<file path="config.mk">
export PLATFORM = sky130hd
export DESIGN_NAME = dwconv_tile_scheduler
export DESIGN_NICKNAME = d
export VERILOG_FILES = /design/src/rtl/dwconv_tile_scheduler.sv
export SDC_FILE = /design/constraint.sdc
export NUM_CORES = 1
export LEC_CHECK = 0
export ABC_AREA = 1
export CORE_MARGIN = 2
export CORE_UTILIZATION = 48
export CTS_BUF_LIST = sky130_fd_sc_hd__clkbuf_8
export CTS_CLUSTER_SIZE = 14
export DETAILED_ROUTE_END_ITERATION = 6
export PLACE_DENSITY = 0.88
export SLEW_MARGIN = 5
export SYNTH_ARGS = -nofsm -noshare
export SYNTH_HDL_FRONTEND = slang
export SYNTH_SLANG_ARGS = --single-unit
</file>
<file path="constraint.sdc">
create_clock -name i_clock -period 3.2 [get_ports i_clock]
set_clock_uncertainty 0.15 [all_clocks]
set_input_delay 0.32 -clock i_clock [delete_from_list [all_inputs] [get_ports i_clock]]
set_output_delay 0.32 -clock i_clock [all_outputs]
set_load 0.1 [all_outputs]
</file>
<file path="src/rtl/dwconv_tile_scheduler.sv">
// Tile sequencer for the 3x3 depthwise convolution engine: walks every output pixel
// (channel, row, column), fetches its window, fires the engine and streams the result out.
module dwconv_tile_scheduler #(
  parameter int DIM_W   = 8,
  parameter int CH_W    = 10,
  parameter int TIMEOUT = 64
) (
  input  logic                i_clock,
  input  logic                i_reset,
  input  logic [DIM_W-1:0]    i_cfg_height,
  input  logic [DIM_W-1:0]    i_cfg_width,
  input  logic [CH_W-1:0]     i_cfg_channels,
  input  logic [1:0]          i_cfg_stride,
  input  logic                i_cfg_pad,
  input  logic                i_start,
  input  logic                i_abort,
  output logic                o_busy,
  output logic                o_done,
  output logic                o_error,
  output logic                o_win_req,
  input  logic                i_win_ack,
  output logic [DIM_W:0]      o_win_row,
  output logic [DIM_W:0]      o_win_col,
  output logic [CH_W-1:0]     o_win_chan,
  output logic                o_conv_clear,
  output logic                o_conv_start,
  input  logic [31:0]         i_conv_result,
  input  logic                i_conv_result_valid,
  output logic                o_out_valid,
  input  logic                i_out_ready,
  output logic [31:0]         o_out_data,
  output logic [DIM_W-1:0]    o_out_row,
  output logic [DIM_W-1:0]    o_out_col,
  output logic [CH_W-1:0]     o_out_chan,
  output logic                o_out_last,
  output logic [2:0]          o_dbg_state
);

  // Handshakes: win_req holds until win_ack is sampled high; out_valid holds data and
  // coordinates stable until a cycle where out_valid && out_ready, which is the transfer.
  localparam logic [2:0] S_IDLE  = 3'd0;
  localparam logic [2:0] S_CLEAR = 3'd1;
  localparam logic [2:0] S_FETCH = 3'd2;
  localparam logic [2:0] S_FIRE  = 3'd3;
  localparam logic [2:0] S_WAIT  = 3'd4;
  localparam logic [2:0] S_EMIT  = 3'd5;
  localparam logic [2:0] S_DONE  = 3'd6;

  localparam int WD_W = $clog2(TIMEOUT + 1);
  localparam logic [DIM_W:0] K_ONE   = (DIM_W+1)'(1);
  localparam logic [DIM_W:0] K_THREE = (DIM_W+1)'(3);
  localparam logic [CH_W-1:0] CH_ONE = CH_W'(1);
  localparam logic [WD_W-1:0] WD_ONE = WD_W'(1);
  localparam logic [WD_W-1:0] WD_END = WD_W'(TIMEOUT - 1);

  logic [2:0]       r_state;
  logic [DIM_W:0]   r_oh;
  logic [DIM_W:0]   r_ow;
  logic [CH_W-1:0]  r_chans;
  logic             r_stride2;
  logic             r_pad;
  logic [DIM_W-1:0] r_oy;
  logic [DIM_W-1:0] r_ox;
  logic [CH_W-1:0]  r_c;
  logic [WD_W-1:0]  r_wdog;
  logic [31:0]      r_data;
  logic             r_error;

  logic [DIM_W:0]   w_pad_ext;
  logic [DIM_W:0]   w_span_h;
  logic [DIM_W:0]   w_span_w;
  logic             w_stride2;
  logic [DIM_W:0]   w_oh;
  logic [DIM_W:0]   w_ow;
  logic             w_cfg_ok;
  logic             w_x_end;
  logic             w_y_end;
  logic             w_c_end;
  logic             w_last;

  // Padded extent, then the number of 3-wide window positions at the chosen stride.
  assign w_pad_ext = {{(DIM_W-1){1'b0}}, i_cfg_pad, 1'b0};
  assign w_span_h  = {1'b0, i_cfg_height} + w_pad_ext;
  assign w_span_w  = {1'b0, i_cfg_width} + w_pad_ext;
  assign w_stride2 = (i_cfg_stride == 2'd2);
  assign w_oh      = ((w_span_h - K_THREE) >> w_stride2) + K_ONE;
  assign w_ow      = ((w_span_w - K_THREE) >> w_stride2) + K_ONE;
  assign w_cfg_ok  = ((i_cfg_stride == 2'd1) || w_stride2) && (i_cfg_channels != '0) &&
                     (w_span_h >= K_THREE) && (w_span_w >= K_THREE);

  assign w_x_end = ({1'b0, r_ox} == (r_ow - K_ONE));
  assign w_y_end = ({1'b0, r_oy} == (r_oh - K_ONE));
  assign w_c_end = (r_c == (r_chans - CH_ONE));
  assign w_last  = w_x_end && w_y_end && w_c_end;

  always_ff @(posedge i_clock or posedge i_reset) begin
    if (i_reset) begin
      r_state   <= S_IDLE;
      r_oh      <= '0;
      r_ow      <= '0;
      r_chans   <= '0;
      r_stride2 <= 1'b0;
      r_pad     <= 1'b0;
      r_oy      <= '0;
      r_ox      <= '0;
      r_c       <= '0;
      r_wdog    <= '0;
      r_data    <= '0;
      r_error   <= 1'b0;
    end else begin
      r_error <= 1'b0;
      if (i_abort) begin
        r_state <= S_IDLE;
      end else begin
        case (r_state)
          S_IDLE: begin
            if (i_start) begin
              if (w_cfg_ok) begin
                r_oh      <= w_oh;
                r_ow      <= w_ow;
                r_chans   <= i_cfg_channels;
                r_stride2 <= w_stride2;
                r_pad     <= i_cfg_pad;
                r_oy      <= '0;
                r_ox      <= '0;
                r_c       <= '0;
                r_state   <= S_CLEAR;
              end else begin
                r_error <= 1'b1;
              end
            end
          end
          S_CLEAR: r_state <= S_FETCH;
          S_FETCH: if (i_win_ack) r_state <= S_FIRE;
          S_FIRE: begin
            r_wdog  <= '0;
            r_state <= S_WAIT;
          end
          S_WAIT: begin
            if (i_conv_result_valid) begin
              r_data  <= i_conv_result;
              r_state <= S_EMIT;
            end else if (r_wdog == WD_END) begin
              r_error <= 1'b1;
              r_state <= S_IDLE;
            end else begin
              r_wdog <= r_wdog + WD_ONE;
            end
          end
          S_EMIT: begin
            if (i_out_ready) begin
              if (w_last) begin
                r_state <= S_DONE;
              end else begin
                r_state <= S_CLEAR;
                if (w_x_end) begin
                  r_ox <= '0;
                  if (w_y_end) begin
                    r_oy <= '0;
                    r_c  <= r_c + CH_ONE;
                  end else begin
                    r_oy <= r_oy + 1'b1;
                  end
                end else begin
                  r_ox <= r_ox + 1'b1;
                end
              end
            end
          end
          S_DONE:  r_state <= S_IDLE;
          default: r_state <= S_IDLE;
        endcase
      end
    end
  end

  // Window origin is oy*S - P; oy*S never exceeds 254 so it fits the signed width.
  assign o_win_row    = ({1'b0, r_oy} << r_stride2) - {{DIM_W{1'b0}}, r_pad};
  assign o_win_col    = ({1'b0, r_ox} << r_stride2) - {{DIM_W{1'b0}}, r_pad};
  assign o_win_chan   = r_c;

  assign o_busy       = (r_state != S_IDLE) && (r_state != S_DONE);
  assign o_done       = (r_state == S_DONE);
  assign o_error      = r_error;
  assign o_win_req    = (r_state == S_FETCH);
  assign o_conv_clear = (r_state == S_CLEAR);
  assign o_conv_start = (r_state == S_FIRE);
  assign o_out_valid  = (r_state == S_EMIT);
  assign o_out_data   = r_data;
  assign o_out_row    = r_oy;
  assign o_out_col    = r_ox;
  assign o_out_chan   = r_c;
  assign o_out_last   = (r_state == S_EMIT) && w_last;
  assign o_dbg_state  = r_state;

endmodule

</file>
**Run 1: placement by cell class**

The bar under the picture is 50 µm long. Fill, decap, tap and diode cells in gray.
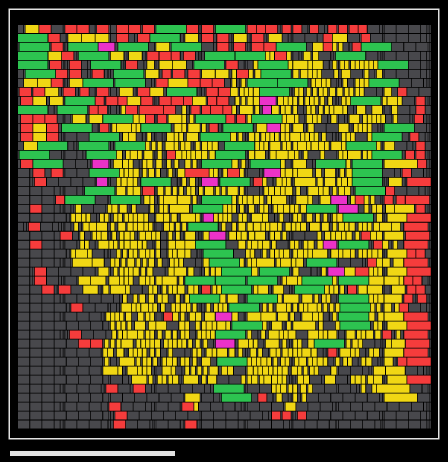
[flops] green | cells: 99 | share of their area: 26%
[clock drivers and dummy loads] magenta | cells: 16 | share of their area: 2.1%
[all other logic] yellow | cells: 947 | share of their area: 53%
[other buffers and delay cells] red | cells: 178 | share of their area: 19%
Seq/total area: 25.3%
fin util: 64.0%

**Run 1: cell placement**

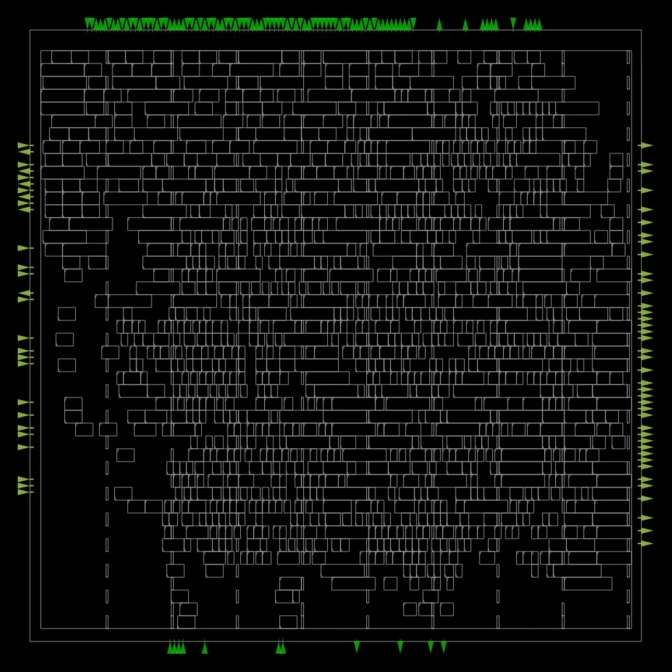
core box area: 15300 µm²
FP Rows: 45
tap cells: 211
Final Non-Filler Cells: 1451

**Run 1: metal layers overlaid**

The bar under the picture is 50 µm long.
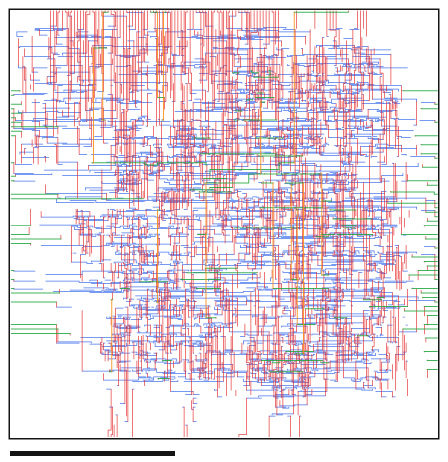
[met4] orange | wire length: 461 µm
[met1] blue | wire length: 8590 µm
[met3] green | wire length: 913 µm
[met2] red | wire length: 9410 µm
aggregate global-route resource usage: 23.4%
wire per inst: 13.4 µm
final WL: 19400 µm

==> flow_metrics.env, run 1 <==
# source this file to load flow results
export IMPL_top_power_group="combinational cells"
export IMPL_largestClassByArea="multi-input combinational cells"
export IMPL_flops=99
export IMPL_worstPathArrival_ns=2.57
export IMPL_clkbuf_count=9
export IMPL_ys_ff=99
export IMPL_slowest_stage="dfrtp_1"
export IMPL_postPlaceCellArea_um2=9520
export IMPL_hpwl_um=15300
export IMPL_outcome="complete, no violations"
export IMPL_clock_sinks=99
export IMPL_synthTopLogicFamily="simple AND/OR/NAND/NOR gates"
export IMPL_place_inst=1433
export IMPL_simple_gate_share_pct=36.8
export IMPL_synth_cells_yosys=1079
export IMPL_syn_nets=1167
export IMPL_power_frac_comb_pct=58.0
export IMPL_grt_overflow=0
export IMPL_synth_chip_area_um2=7560
export IMPL_clk_power_mw=0.820
export IMPL_muxShareOfSynthArea_pct=4.77
export IMPL_r2r_start="o_dbg_state[0]"
export IMPL_lay_top_count="nand2_1"
export IMPL_busiest_layer="met2"
export IMPL_p_seq_share_pct=27.4
export IMPL_cpLargestDelayFamily="simple AND/OR/NAND/NOR gates"
export IMPL_ys_seq_share_pct=32.8
export IMPL_slowest_delay_ns=0.40
export IMPL_leakage_nw=4.82
export IMPL_synth_cells=1079
export IMPL_mostFrequentLayoutCells="339 x nand2_1, 125 x inv_1, 99 x dfrtp_1"
export IMPL_finalWorstSetupSlack_ns=0.161
export IMPL_antennaDiodeCount=0
export IMPL_nets=1323
export IMPL_use_met1_pct=31.4
export IMPL_clockRootBuffer="clkbuf_8"
export IMPL_clkCellAreaFrac_pct=2.08
export IMPL_p_sw_share_pct=49.8
export IMPL_clk_pin_slew_ns=0.12
export IMPL_drt_iter0_drc=427
export IMPL_ant_nets=0
export IMPL_adder_share_pct=3.31
export IMPL_cts_tree="yes"
export IMPL_regArea_um2=2480
export IMPL_cts_htree_levels=3
export IMPL_edf_count=0
export IMPL_peakVddDrop_v=0.000567
export IMPL_r2r_setup_slack_ns=0.46
export IMPL_warning_count=27
export IMPL_path_buffers=3
export IMPL_num_vias=7351
export IMPL_worstSetupPathType="register to primary output"
export IMPL_comb_share_pct=46.7
export IMPL_worst_skew_pair_late_latency_ns=0.40
export IMPL_drive_gt1_share_pct=17.5
export IMPL_buffers=178
export IMPL_hold_violations=0
export IMPL_fill_cells=1315
export IMPL_ys_sh_aoi_pct=6.01
export IMPL_crit_path_end_kind="primary output"
export IMPL_cts_buffers=9
export IMPL_p_int_mw=2.82
export IMPL_grt_max_degree=54
export IMPL_inv_count=132
export IMPL_crit_path_start="r_stride2"
export IMPL_cp_required_ns=2.73
export IMPL_r2r_end="o_out_row[3]"
export IMPL_ys_types=46
export IMPL_synthXorXnorAreaFrac_pct=6.82
export IMPL_yosysWarningCount=0
export IMPL_grtUsageMet2_pct=39.0
export IMPL_routed_top_layer="met4"
export IMPL_largest_reg_flops=32
export IMPL_wl_met1_um=8590
export IMPL_grt_pass1_vias=6823
export IMPL_critPathMaxFanout=10
export IMPL_endpoint="o_win_row[8]"
==> run 1: synth_stat cells, types with 2 or more instances <==
| cell type | instances | area share (%) |
|---|---|---|
| nor2_4 | 3 | 0.45 |
| nand3_2 | 5 | 0.66 |
| or2_2 | 6 | 0.50 |
| buf_8 | 2 | 0.40 |
| nor2_2 | 11 | 0.91 |
| buf_1 | 4 | 0.20 |
| inv_1 | 127 | 6.3 |
| o21ai_2 | 5 | 0.58 |
| buf_6 | 3 | 0.45 |
| mux2_2 | 32 | 4.8 |
| ha_1 | 20 | 3.3 |
| xnor2_1 | 17 | 2.0 |
| o21ai_0 | 43 | 2.8 |
| a21oi_1 | 8 | 0.53 |
| o21ai_1 | 21 | 1.4 |
| nand3b_1 | 11 | 1.1 |
| nand2_4 | 3 | 0.45 |
| a211oi_1 | 2 | 0.20 |
| nor3_2 | 2 | 0.26 |
| nor2_1 | 94 | 4.7 |
| buf_2 | 2 | 0.13 |
| dfrtp_1 | 99 | 33 |
| buf_4 | 10 | 0.99 |
| xor2_1 | 40 | 4.6 |
| clkbuf_1 | 10 | 0.50 |
| nor4_1 | 4 | 0.33 |
| nor3_1 | 16 | 1.1 |
| nand4_1 | 15 | 1.2 |
| nand3_1 | 93 | 6.2 |
| nand2_1 | 339 | 17 |
| nand2_2 | 4 | 0.33 |
| nor3b_1 | 8 | 0.79 |
| and3_1 | 3 | 0.25 |
| inv_2 | 5 | 0.25 |
==> run 1: what timing repair did <==
action / CTS / global route
buffers inserted: 0 / 2
setup endpoints to repair: 2 / 3
gates cloned: 0 / 0
pin swaps: 0 / 4
endpoints found under the hold margin: 0 / 0
gates resized: 2 / 17
==> run 2, diff against run 1 <==
CAP_MARGIN = 5   (was not set)
**Run 2: cell placement**

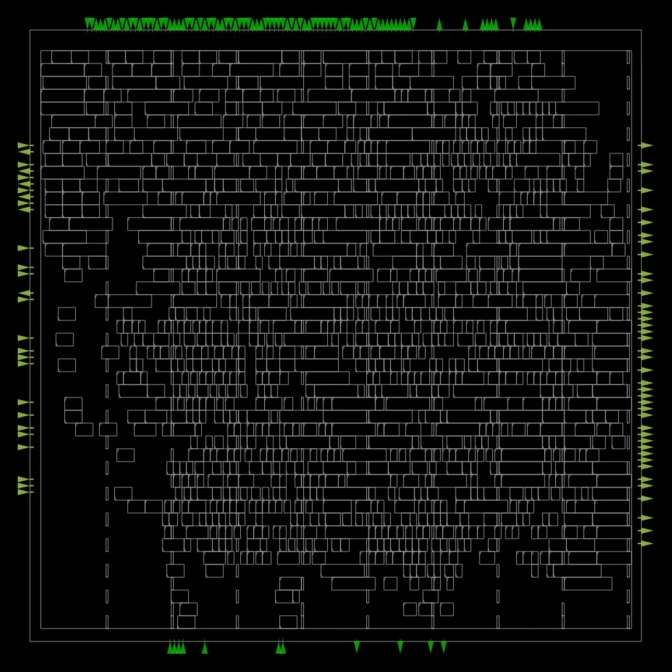
sequential cells: 99
number of filler cells placed in the layout: 1315

==> run 2 against run 1 <==
  * Sequential power is essentially flat
  * Total power is the same
  * Via count is the same
  * Critical path depth is the same
  * Setup slack is the same
  * Synthesized area is the same
  * Non-clock buffer count is the same
  * Critical path type unchanged
==> flow_metrics.env, run 2 <==
# source this file to load flow results
export IMPL_outcome="complete, no violations"
export IMPL_antennaDiodeCount=0
export IMPL_cts_resized=2
export IMPL_hpwl_um=15300
export IMPL_slowest_delay_ns=0.40
export IMPL_place_inst=1433
export IMPL_drt_total_wl_um=19400
export IMPL_grt_pass1_vias=6823
export IMPL_peakVddDrop_v=0.000567
export IMPL_crit_path_start="r_stride2"
export IMPL_post_layout_nonfiller_instances=1451
export IMPL_mostFrequentLayoutCells="339 x nand2_1, 125 x inv_1, 99 x dfrtp_1"
export IMPL_top_cell_area_share_pct=32.8
export IMPL_p_int_mw=2.82
export IMPL_crit_path_end_kind="primary output"
export IMPL_endpoint="o_win_row[8]"
export IMPL_cts_buffers=9
export IMPL_clk_pin_slew_ns=0.12
export IMPL_p_sw_share_pct=49.8
export IMPL_synth_cells_yosys=1079
export IMPL_top_cell="nand2_1"
export IMPL_r2r_end="o_out_row[3]"
export IMPL_ys_ff=99
export IMPL_cpLargestDelayFamily="simple AND/OR/NAND/NOR gates"
export IMPL_synthTopCellsByCount="339 x nand2_1, 127 x inv_1, 99 x dfrtp_1"
export IMPL_synth_cells=1079
export IMPL_use_met1_pct=31.4
export IMPL_nets=1323
export IMPL_finalWorstSetupSlack_ns=0.161
export IMPL_clockRootBuffer="clkbuf_8"
export IMPL_syn_nets=1167
export IMPL_regArea_um2=2480
export IMPL_yosysTopAreaCell="dfrtp_1"
export IMPL_hold_violations=0
export IMPL_grt_usage_pct=23.4
export IMPL_io_buffer_count=164
export IMPL_via_per_inst=5.07
export IMPL_slowest_stage="dfrtp_1"
export IMPL_grt_max_degree=54
export IMPL_top_cells_by_area="dfrtp_1 33%, nand2_1 17%, inv_1 6.3%, nand3_1 6.2%, mux2_2 4.8%"
export IMPL_wire_per_inst_um=13.4
export IMPL_path_buffers=3
export IMPL_largest_reg_flops=32
export IMPL_busiest_layer="met2"
export IMPL_rows=45
export IMPL_ys_types=46
export IMPL_worst_skew_pair_late_latency_ns=0.40
export IMPL_cp_required_ns=2.73
export IMPL_warning_count=27
export IMPL_worstPathArrival_ns=2.57
export IMPL_r2r_start="o_dbg_state[0]"
export IMPL_yosysWarningCount=0
export IMPL_core_um2=15300
export IMPL_worstSetupPathType="register to primary output"
export IMPL_drive_gt1_share_pct=17.5
export IMPL_grtUsageMet2_pct=39.0
export IMPL_cts_tree="yes"
export IMPL_critPathMaxFanout=10
export IMPL_r2r_setup_slack_ns=0.46
export IMPL_post_cts_setup_buffers=0
export IMPL_ys_seq_share_pct=32.8
export IMPL_postPlaceCellArea_um2=9520
export IMPL_clock_sinks=99
export IMPL_edf_count=0
export IMPL_leakage_nw=4.82
export IMPL_p_seq_share_pct=27.4
export IMPL_lay_top_count="nand2_1"
**Run 2: M4 wires**

The bar under the picture is 50 µm long.
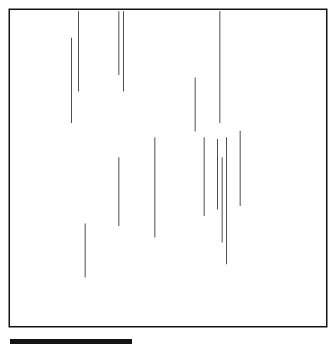
wire length on this layer: 461 µm
longest straight run: 51.7 µm
nets with wire on the layer: 11
via count: 7351

[run 2: worst min path at each step]
stage / endpoint / startpoint / cells after the start / slack (ns)
finish: o_out_data[7] / i_reset / 2 / 0.23
global route: o_out_data[7] / i_reset / 2 / 0.30
CTS: o_out_data[21] / i_reset / 2 / 0.24
detailed placement: o_out_data[25] / o_out_data[25] / 1 / 0.34
global placement: o_out_data[27] / o_out_data[27] / 1 / 0.34
floorplan: o_error / i_abort / 1 / 0.23
[run 2: metal layers]
metal  wire length [µm]  vias up
met4                461        0
met5                  0        -
li1                   -     3732
met1               8590     3391
met2               9410      198
met3                912       30
[run 2: logic make-up after synthesis]
logic type / count (synthesis) / synth area share [%]
simple gates: 622 / 36.8
mux: 32 / 4.77
xor+xnor: 58 / 6.82
flops: 99 / 32.8
buf+inv: 165 / 9.55
fa+ha+maj: 20 / 3.31
compound gates: 83 / 6.01
[run 2: power groups by stage]
stage / registers [mW] / clock network (mW) / logic, mW
3_3_place_gp: 1.55 / 0 / 3.12
6_report: 1.54 / 0.820 / 3.26
4_1_cts: 1.53 / 0.828 / 3.19
2_1_floorplan: 1.66 / 0 / 2.19
5_1_grt: 1.55 / 0.881 / 3.51
3_5_place_dp: 1.56 / 0 / 3.17
[run 2: area by class of cell]
class / instances / area share, %
multi-input cells: 815 / 46.7
well taps: 211 / 2.69
clock inverters: 7 / 0.817
repair buffers: 178 / 18.1
clock buffers: 9 / 1.26
inverters: 132 / 5.12
flip-flops and latches: 99 / 25.3
[run 2: worst reg2reg max path, stage by stage, from the launching register on]
cell	delay, ns
dfrtp_1	0.49
inv_1	0.22
nand2_1	0.13
nor2_1	0.35
nand2_1	0.21
nand2_1	0.11
nand3_1	0.18
inv_1	0.15
nand3_4	0.21
nor2_2	0.30
nand2_1	0.10
nand2_1	0.07
Power is estimated from default activity; no workload was simulated.
